metal_stack.png
Drawn at 1.5 px/um. Only two layers are drawn.
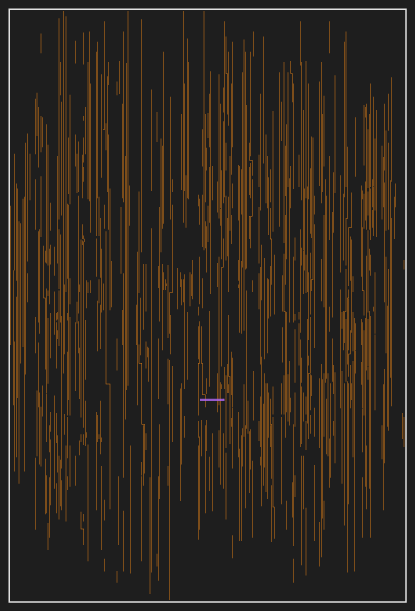
zoom.png
Window x 188 to 208, y 286 to 306 um. Cells in grey, sequential cells in the stronger grey; small squares are vias.
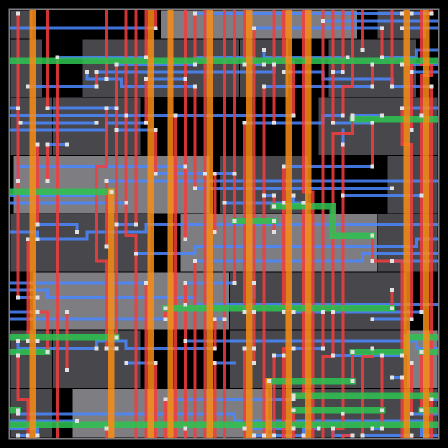
final_clocks.png
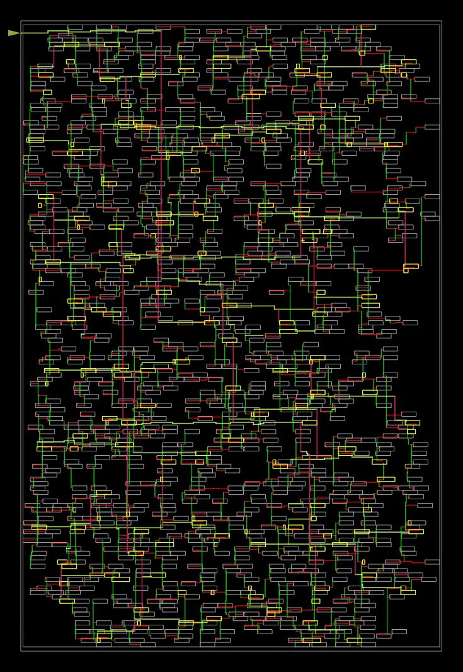
port_nets.png
Drawn at 1 px/um.
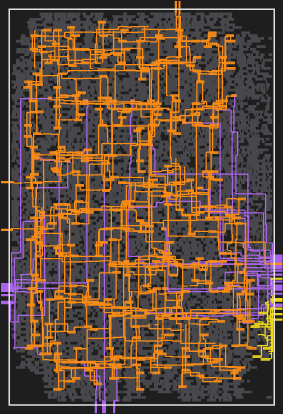
met2.png
Drawn at 1 px/um.
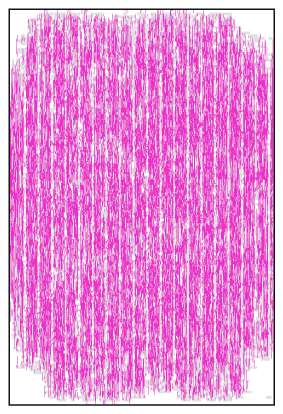
==> config.mk <==
export PLATFORM = sky130hd
export DESIGN_NAME = regfile_sb
export DESIGN_NICKNAME = d
export VERILOG_FILES = /design/src/rtl/regfile_sb.sv
export SDC_FILE = /design/constraint.sdc
export NUM_CORES = 2
export LEC_CHECK = 0
export CORE_ASPECT_RATIO = 1.5
export CORE_UTILIZATION = 63
export DETAILED_ROUTE_END_ITERATION = 8
export PLACE_DENSITY_LB_ADDON = 0.12
export SYNTH_ARGS = -nofsm -noshare
export SYNTH_HDL_FRONTEND = slang
export SYNTH_SLANG_ARGS = --single-unit
export TNS_END_PERCENT = 5
==> constraint.sdc <==
create_clock -name clk -period 5.8 [get_ports clk]
set_clock_uncertainty 0.2 [all_clocks]
set_input_delay 1.74 -clock clk [delete_from_list [all_inputs] [get_ports clk]]
set_output_delay 1.74 -clock clk [all_outputs]
set_load 0.05 [all_outputs]
==> results.json <==
{
  "run_status": "finished, violations left",
  "violations": "negative setup slack",
  "swShare": 0.329,
  "finalWeightedCongestion": 0.993,
  "grt_start_max_net_pins": 104,
  "yosys-top-cells-count": "1061 x dfrtp_1, 1033 x mux2_2, 867 x mux4_2",
  "highest_layer": "met5",
  "tool_warnings": 34,
  "worstPathBufferInverterCount": 5,
  "worst_hold_path.num_cells": 0,
  "first_pass_iters": 8,
  "worst_setup_path_category": "primary input to output pin",
  "regToRegSetupSlack_ps": 1690,
  "layout_top_cell_excl_fill_tap": "dfrtp_1",
  "crit_family": "multiplexers",
  "synth_nets": 4274,
  "seqAreaFraction": 0.342,
  "dp_hpwl_um": 157000,
  "place.detailed.instances": 5682,
  "post_synth_edffs": 0,
  "synthDominantAreaCellType": "dfrtp_1",
  "clock_tree_area_fraction": 0.0484,
  "postCtsResizedCells": 128,
  "cts_root_buffer": "clkbuf_16",
  "dr.first_iter.drc_count": 6514,
  "synth.lib_cells_used.distinct": 47,
  "detailed_place.area_um2": 72500,
  "intPower_mw": 17.7,
  "drcViolationCount": 0,
  "yosys_most_used_dff": "dfrtp_1",
  "hold_violations": 0,
  "sequentialPowerShare": 0.393,
  "drv_cap": 0,
  "n_tap_cell": 1305,
  "final_cell_mix": "1061 x dfrtp_1, 1017 x mux2_2, 867 x mux4_2, 369 x buf_4, 241 x o22ai_1",
  "yosys.stat.chipArea_um2": 64600,
  "cts-buffers-inserted": 106,
  "stdcell_count": 5931,
  "grt.busiest_layer": "met2",
  "vdd.ir_drop.worst_mv": 0.354,
  "setup_crit_start_kind": "primary input",
  "ys.flops": 1061,
  "yosys.area_share.adder": 0.00147,
  "synth_warnings": 0,
  "routed-wl-met3_um": 29200,
  "clock.fmax_ghz": 0.170,
  "crit_cells": 8,
  "core_area_um2": 101000,
  "place_worst_setup_slack_ps": -861,
  "critical_path_arrival_ps": 3940,
  "timing_worst_slew_pin_value_ps": 1100,
  "number_of_antenna_violations_at_the_first_check_in_global_routing": 6,
  "synth-cells-yosys": 4206,
  "n_all_buffers": 787,
  "met2WireLength_um": 112000,
  "finalNetCount": 4598,
  "buffer_area_frac": 0.126,
  "report.final.setup_viol": 29,
  "path_max_fanout": 8,
  "seqCellArea_um2": 26600,
  "post_synth_main_logic_family": "multiplexers",
  "global_route.overflow_total": 0,
  "die.size.x_um": 263,
  "antennaDiodeCount": 8,
  "floorplan.initialDensity": 0.637,
  "met1_usage": 0.544,
  "clk_path_buf_depth": 3,
  "vias_per_cell": 8.01,
  "crit_chain": "buf_16, buf_12, buf_8, buf_6, mux4_2, mux4_2, mux2_4, buf_8",
  "postSynthAreaPerCell_um2": 15.4,
  "rsz0062_at_grt": "yes",
  "synthesis.instances": 4206,
  "layout_worst_path_cycle_share": 1.01,
  "clkbuf_count": 143,
  "utilization": 0.765,
  "fin_setup_tns_ps": -705,
  "ff2ff_path_depth": 12,
  "timing.final.ws_setup_ps": -75.6,
  "share_comb_of_total_power": 0.322,
  "clk_transition_reported_paths_ps": 60,
  "ff_count": 1061,
  "topCellsByArea": "dfrtp_1 41%, mux4_2 30%, mux2_2 18%",
  "met1Wirelength_um": 74500,
  "fin_total_pwr_mw": 26.3,
  "postCtsSetupRepairBufs": 14,
  "tritoncts_clock_tree": "done",
  "mi_logic_area_um2": 35800,
  "area.share.combinational": 0.461,
  "grt_pass1_wl_um": 347000
}
Back to the opening pictures, metal_stack.png:
met4 -> orange  # wire length 26.6 mm
met5 -> purple  # wire length 14.7 um
number of vias after detailed routing: 47500
global router's overall resource usage: 0.473
WL final: 242000 um
average wire length per cell after detail routing: 40.9 um

Back to the opening pictures, zoom.png:
met2 -> red
met3 -> green
met4 -> orange
met1 -> blue
cells with their middle in the window = 17
sequential cells in the window = 4
most frequent = mux4_2 (5), mux2_2 (4), dfrtp_1 (4)

Back to the opening pictures, final_clocks.png:
P_clk: 7.50 mW
clock insertion delay at the later pin of the skew report: 760 ps

Back to the opening pictures, port_nets.png:
busy_count -> yellow  # bits 6, direction output, edge right, end cells 6, buffers 6, wire 357 um
dbg_data -> purple  # bits 32, direction output, edge 19 right, 9 left, 4 bottom, end cells 32, buffers 32, wire 4730 um
dbg_addr -> orange  # bits 5, direction input, edge 2 top, 2 left, 1 right, end cells 352, buffers 90, wire 16500 um
Port-buffer cells: 228
ports placed on the boundary: 229

Back to the opening pictures, met2.png:
wire length on this layer = 112 mm
longest straight run = 227 um
met2 routing resource usage after global routing: 0.717

No activity file was given, so power comes from the tool's default toggle rates.
